Design prog_load_run_ctrl, sky130hd; sources not shown.
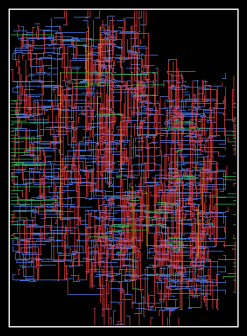
Fig. 1. Wiring by layer (run 1).
layer	colour	wire length
metal 3	green	789 µm
metal 4	orange	462 µm
metal 2	red	7420 µm
metal 1	blue	5230 µm
via count: 4814
Routed WL: 13900 µm

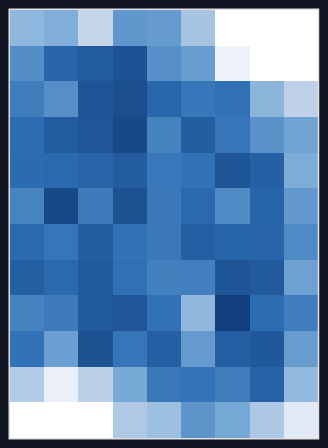
Fig. 2. Local utilization (run 1).
9 x 12 tiles, from white (low) to dark blue (high), 0 to 100% covered.
nearly empty tiles	7.4%
mean over tiles	61%
emptiest ninth of the die	north-east
floorplan utilization: 0.493
Core Util, Final: 0.672
Core Box Area: 10400 µm²

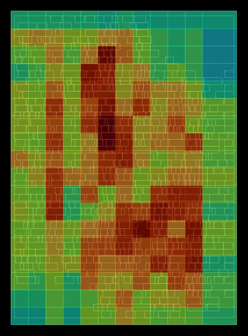
Fig. 3. Routing congestion (run 1).
GR Util met2: 0.454
gr busiest metal: met2
GR Util met1: 0.272

==> results_slide.txt, run 1 <==
Key Metrics from the Run

Yosys
  – Synth unique cells: 56
  – Yosys synthesis warning count: 6
  – Fraction of registers with async set/reset: 0
  – Area reported by Yosys stat: 5130 µm²
  – Floorplan Nets: 621
  – Post-synth seq share: 0.379
  – Syn Std Cell Area: 5130 µm²
  – Post-synth EDFFs: 0
  – Top FF cell, synth: dfxtp_1
  – Count of state elements after synthesis: 97
  – Synthesized area per cell: 8.51 µm²
  – Mapped Cells: 603
  – Yosys Instances: 603

Clock network
  – H-Tree Depth: 3
  – Clock-pin slew on the worst setup and hold paths: 70 ps
  – CTS Buffer Depth: 2
  – Hold-fix buffers at CTS: 0
  – Clock Latency Late Sink: 350 ps
  – CTS tree: yes
  – CTS root buf: clkbuf_16
  – Clock sink total: 97
  – CTS buffer count: 9

Global routing
  – Total Routing Usage GR: 0.254
  – First-pass GRT wire length: 22200 µm
  – Total gr overflow: 0
  – Initial antenna violation count: 0
  – Largest net degree at the start of global routing: 35
  – Vias in the first global route: 4692

Die
  – Row count: 44
  – Chip Width: 89.4 µm
  – Full die area: 11100 µm²
  – I/O pin total: 96
  – Die Span Y: 124 µm

STA
  – Final min period: 2820 ps
  – Final hold violation count: 0
  – Period Utilization, post-route: 1.05
  – Worst slew margin: 0.518
  – Final setup viols: 31
  – Skew final: 7.38 ps
  – Pins over their slew limit: 0
  – FMAX: 0.354 GHz
  – Measured slew at the worst slew-check pin: 717 ps
  – Setup TNS: -3120 ps
  – Post-route setup slack: -122 ps
  – RSZ-0062 raised after global routing: true

Layout
  – Layout area overhead: 36.3%
  – Layout cell share with drive strength beyond 1: 0.136
  – Final std cells w/o fill: 872
  – Fin nets: 747
  – Ant diodes: 0

Critical path
  – Crit end category: register
  – Worst Setup Start Kind: register
  – Critical Path RT: 2950 ps
  – Critical path arrival: 3070 ps
  – Internal reg-to-reg setup slack: -120 ps
  – Critical path's top delay family: AND-OR/OR-AND gates
  – CP max stage delay: 590 ps
  – Critical Path Stages: 12
  – Crit-path cells: inv_2 -> ha_4 -> o21bai_4 -> a311oi_2 -> a31oi_1 -> or4_4 -> o21ai_4 -> nand2_2 -> buf_4 -> o21bai_4 -> clkbuf_16 -> nor2_1
  – CP bufs+invs: 3
  – CP max stage cell: or4_4
  – Worst reg2reg path depth: 12
  – CP max FO: 15
  – Crit path kind: register to register
  – Top cell by count, worst path: o21bai_4

Routing
  – Detailed-route vias per instance: 5.52
  – Router iterations before antenna repair: 5
  – Mean routed wirelength per cell: 15.9 µm
  – DRT iter0 DRCs: 200
  – Post-detailed-route count of antenna-violating nets: 0
  – DRC errors left: 0

Min path
  – Hold Crit Class: register to register
  – Hold-critical path depth: 2

Status
  – Failing checks: setup timing
  – Status: finished, violations left

Job
  – Count of tool warnings: 28
  – Max-Cap Viols: 0

Placed design
  – Placed Cells incl. Taps: 851
  – Input/output buffers: 95
  – Placer Congestion: 0.920
  – Detail Placement HPWL: 9840 µm

Power
  – Power Dens Cells: 629 nW/µm²
  – Leak: 0.00327 µW
  – Peak VDD IR: 0.378 mV
run 1: routing by layer:
metal / part of all wire / global-route usage
met1: 0.38 / 0.272
met2: 0.53 / 0.454
met3: 0.057 / 0.0643
met4: 0.033 / 0.114
met5: 0 / 0
run 1: cell type report:
class / count / area (µm²)
repair buffers: 150 / 1520
inverters: 10 / 37.5
clock inverters: 7 / 70.1
flip-flops and latches: 97 / 1950
clock buffers: 9 / 225
fillers: 824 / 3410
multi-input cells: 461 / 3020
well taps: 138 / 173
run 1: report_power, final:
part	switching [µW]	leakage (µW)	internal [µW]
Sequential	88.5	0.000785	1510
Combinational	831	0.00234	698
Clock	619	0.000147	653
run 1: tightest hold or removal path, cell delays in order (launching register included):
cell and delay (ps):
dfxtp_1 320, mux2i_1 60, nor2_1 70
run 1: through the flow:
stage / instance area, µm² / utilization / setup WS, ps / hold WS (ps) / total power (µW)
after CTS: 6750 / 0.649 / -54.1 / 497 / 4300
after global placement: 6440 / 0.619 / -21.7 / 467 / 2980
final: 6990 / 0.672 / -122 / 489 / 4400
after floorplan: 5140 / - / 1.89 / 452 / 2570
after detailed placement: 6440 / 0.619 / -162 / 476 / 3030
after global routing: 6990 / 0.672 / -210 / 534 / 4630
run 1: Yosys cell counts (16+ instances only):
| cell type | count | area, µm² |
|---|---|---|
| a21oi_1 | 16 | 80.1 |
| and2_1 | 45 | 282 |
| clkbuf_1 | 16 | 60.1 |
| dfxtp_1 | 97 | 1940 |
| mux2i_1 | 50 | 500 |
| nand2_1 | 25 | 93.8 |
| nand3_1 | 29 | 145 |
| nand4_1 | 17 | 106 |
| nor2_1 | 107 | 402 |
| nor3_1 | 19 | 95.1 |
| xnor2_1 | 17 | 149 |
| xor2_1 | 32 | 280 |
run 1: layout by cell type (no fill, tap or decap), types with 17 or more instances in the layout:
| cell type | instances |
|---|---|
| nor2_1 | 104 |
| dfxtp_1 | 92 |
| clkdlybuf4s50_1 | 54 |
| mux2i_1 | 50 |
| buf_4 | 48 |
| and2_1 | 45 |
| dlymetal6s2s_1 | 39 |
| xor2_1 | 32 |
| nand3_1 | 29 |
| nand2_1 | 22 |
| nor3_1 | 17 |
| nand4_1 | 17 |
| xnor2_1 | 17 |
run 1: what timing repair did:
item | in CTS | in global routing
endpoints found under the setup margin | 36 | 83
resized | 5 | 62
cloned | 0 | 1
pin swaps | 1 | 5
setup buffers | 0 | 4
run 1: cell families (layout without fill, tap and decap cells):
family          Yosys count  in the layout  share of synthesized area
buf+inv                  45            176                     0.0510
fa+ha+maj                 4              4                    0.00976
simple gates            302            302                      0.308
compound gates           55             55                     0.0698
xor+xnor                 49             49                     0.0837
mux                      51             51                     0.0998
flops                    97             97                      0.379
Fig. 4: run 1, gate families picked out
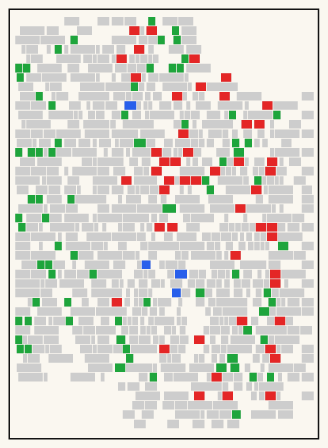

## Run 2: what changed since run 1
PLACE_DENSITY = 0.86   (was 0.77)
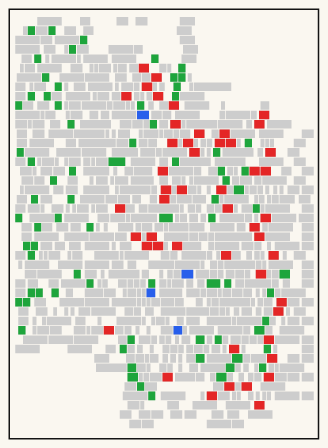
Fig. 5. Gate families picked out (run 2).
family	colour	cells
non-inverting ao/oa cells	blue	4
xor and xnor cells	red	49
and/or cells	green	75
final std cells w/o fill: 874
most used logic cell in the final layout: nor2_1
combinational share of cell area: 0.439

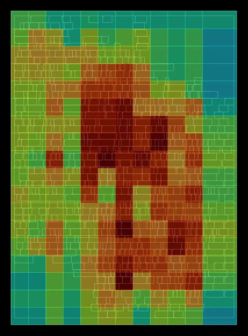
Fig. 6. Routing congestion (run 2).
GR Util met2: 0.449
met3 Track Usage GR: 0.0596
Core Util, Final: 0.672
GR Util met1: 0.274

==> run 2 against run 1 <==
  * Synthesized area did not move
  * Clock-buffer cell count rose by 1
  * Critical path type unchanged
  * Register-to-register slack improved by 80 ps
  * The run still ends with setup timing left
  * Critical endpoint is now run_cycles[2]$_SDFFE_PP0P_
  * Clock skew rose by 3.1 ps
  * Power rose by 6.0%
  * Non-clock buffer count rose by 1
  * Worst hold slack improved by 3.7 ps
  * Flip-flop count did not move
  * Largest power group unchanged
==> results_slide.txt, run 2 <==
Key Metrics from the Run

Status
  – Status: finished, violations left
  – Failing checks: setup timing

Critical path
  – Internal reg-to-reg setup slack: -50 ps (+80 ps)
  – Critical Path RT: 2980 ps (+30 ps)
  – CP max stage delay: 580 ps (about the same)
  – Crit path kind: register to register
  – CP max stage cell: or4_4
  – Top cell by count, worst path: or4_4
  – CP max FO: 7 (-8)
  – Crit-path cells: buf_6 -> or4b_4 -> o21ai_2 -> a31oi_1 -> or4_4 -> o21ai_4 -> nand2_2 -> or4_4 -> a21oi_2
  – Critical path arrival: 3020 ps (-50 ps)
  – Worst reg2reg path depth: 9 (-3)

Layout
  – Most numerous logic cells after layout: nor2_1, dfxtp_1, clkdlybuf4s50_1
  – Ant diodes: 0 (unchanged)
  – Fin nets: 749 (+0.27%)
  – Layout cell share with drive strength beyond 1: 0.144 (+0.00778)

Die
  – Full die area: 11100 µm² (unchanged)
  – Die Span Y: 124 µm (unchanged)
  – Floorplan utilization: 0.493 (unchanged)
  – I/O pin total: 96 (unchanged)

Power
  – Peak VDD IR: 0.497 mV (+32%)
  – Leak: 0.00287 µW (-12%)
  – Total chip power: 4660 µW (+6.0%)

STA
  – Setup TNS: -109 ps (+3010 ps)
  – RSZ-0062 raised after global routing: true
  – Skew final: 10.5 ps (+3.09 ps)
  – Period Utilization, post-route: 1.02 (-0.0280)
  – Final hold violation count: 0 (unchanged)
  – Final setup viols: 5 (-84%)
  – Pins over their slew limit: 0 (unchanged)
  – Worst slew margin: 0.547 (+0.0285)
  – Post-route setup slack: -46.7 ps (+75.6 ps)

Routing
  – Router iterations before antenna repair: 6 (+1)
  – DRC errors left: 0 (unchanged)
  – Detailed-route vias per instance: 5.76 (+4.3%)
  – Post-detailed-route count of antenna-violating nets: 0 (unchanged)
  – Mean routed wirelength per cell: 16.5 µm (+3.5%)
  – Routed WL: 14400 µm (+3.7%)
  – Via count: 5034 (+4.6%)

Yosys
  – Floorplan Nets: 621 (unchanged)
  – Count of state elements after synthesis: 97 (unchanged)
  – Top FF cell, synth: dfxtp_1
  – Post-synth EDFFs: 0 (unchanged)
  – Synthesized area per cell: 8.51 µm² (unchanged)
  – Cell type with the largest total area: dfxtp_1
  – Yosys synthesis warning count: 6 (unchanged)
  – Syn Std Cell Area: 5130 µm² (unchanged)
  – Largest type area fraction: 0.379 (unchanged)
  – Post-synth seq share: 0.379 (unchanged)
  – Area reported by Yosys stat: 5130 µm² (unchanged)
  – Fraction of registers with async set/reset: 0 (unchanged)
  – Yosys Instances: 603 (unchanged)
  – Count leader, synth: nor2_1
  – Mapped Cells: 603 (unchanged)

Placed design
  – Detail Placement HPWL: 9900 µm (+0.65%)
  – Input/output buffers: 95 (unchanged)
  – Dpl ws: -170 ps (-7.33 ps)

Global routing
  – Gr busiest metal: met2
  – Initial antenna violation count: 0 (unchanged)
  – Total gr overflow: 0 (unchanged)
  – First-pass GRT wire length: 22500 µm (+1.4%)
  – Vias in the first global route: 4938 (+5.2%)

Clock network
  – Clock sink total: 97 (unchanged)
  – CTS Buffer Depth: 2 (unchanged)
  – CTS tree: yes
  – Clock-pin slew on the worst setup and hold paths: 70 ps (about the same)
  – Clock Latency Late Sink: 350 ps (about the same)
  – CTS buffer count: 9 (unchanged)

Job
  – Count of tool warnings: 28 (unchanged)
  – Max-Cap Viols: 0 (unchanged)

Min path
  – Hold Crit Class: register to register
  – Hold-critical path depth: 2 (unchanged)
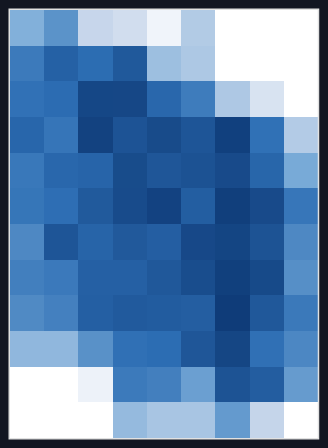
Fig. 7. Local utilization (run 2).
9 x 12 tiles, from white (low) to dark blue (high), 0 to 100% covered.
mean over tiles	61%
emptiest ninth of the die	north-east
fullest tile	95%
nearly empty tiles	12%

run 2: per-layer routing:
layer / vias to the layer above / wire length (µm)
li1: 2356 / -
met1: 2368 / 5510
met2: 248 / 7430
met3: 62 / 838
met4: 0 / 637
met5: - / 0
run 2: area by class of cell:
class	instances	area, µm²
sequential	97	1950
tap	138	173
inverter	10	37.5
timing repair buffer	151	1430
multi-input combinational	462	3070
clock buffer	10	229
clock inverter	6	113
fill	787	3410
run 2: worst max-delay path: cells and delay by family (launching register included):
kind,cells,cell delay [ps]
AOI/OAI and AO/OA,4,560
and+or+nand+nor,4,1660
DFF,1,340
buffers and inverters,1,110
run 2: metrics by stage:
| step | utilization | instance area, µm² | cells |
|---|---|---|---|
| 4_1_cts | 0.650 | 6760 | 866 |
| 3_3_place_gp | 0.617 | 6420 | 850 |
| 6_report | 0.672 | 7000 | 874 |
| 3_5_place_dp | 0.617 | 6420 | 850 |
| 2_1_floorplan | - | 5140 | 603 |
| 5_1_grt | 0.672 | 7000 | 874 |
run 2: cell families (layout without fill, tap and decap cells):
kind of cell,after synthesis,count (layout),share of synthesized area
simple gates,302,303,0.308
flops,97,97,0.379
compound gates,55,55,0.0698
mux,51,51,0.0998
xor+xnor,49,49,0.0837
buf+inv,45,177,0.0510
fa+ha+maj,4,4,0.00976
run 2: power by group:
| part | total, µW | internal (µW) | switching [µW] | leakage [µW] |
|---|---|---|---|---|
| Sequential | 1610 | 1510 | 99.3 | 0.000785 |
| Clock | 1480 | 912 | 570 | 0.000167 |
| Combinational | 1570 | 727 | 847 | 0.00192 |
run 2: repair_timing:
| item | CTS | global route |
|---|---|---|
| endpoints found under the setup margin | 69 | 46 |
| buffers inserted | 1 | 5 |
| cloned | 0 | 3 |
| pin swaps | 2 | 11 |
| gates resized | 43 | 34 |
| hold buffers | 0 | 0 |
Power and IR drop assume default switching activity.
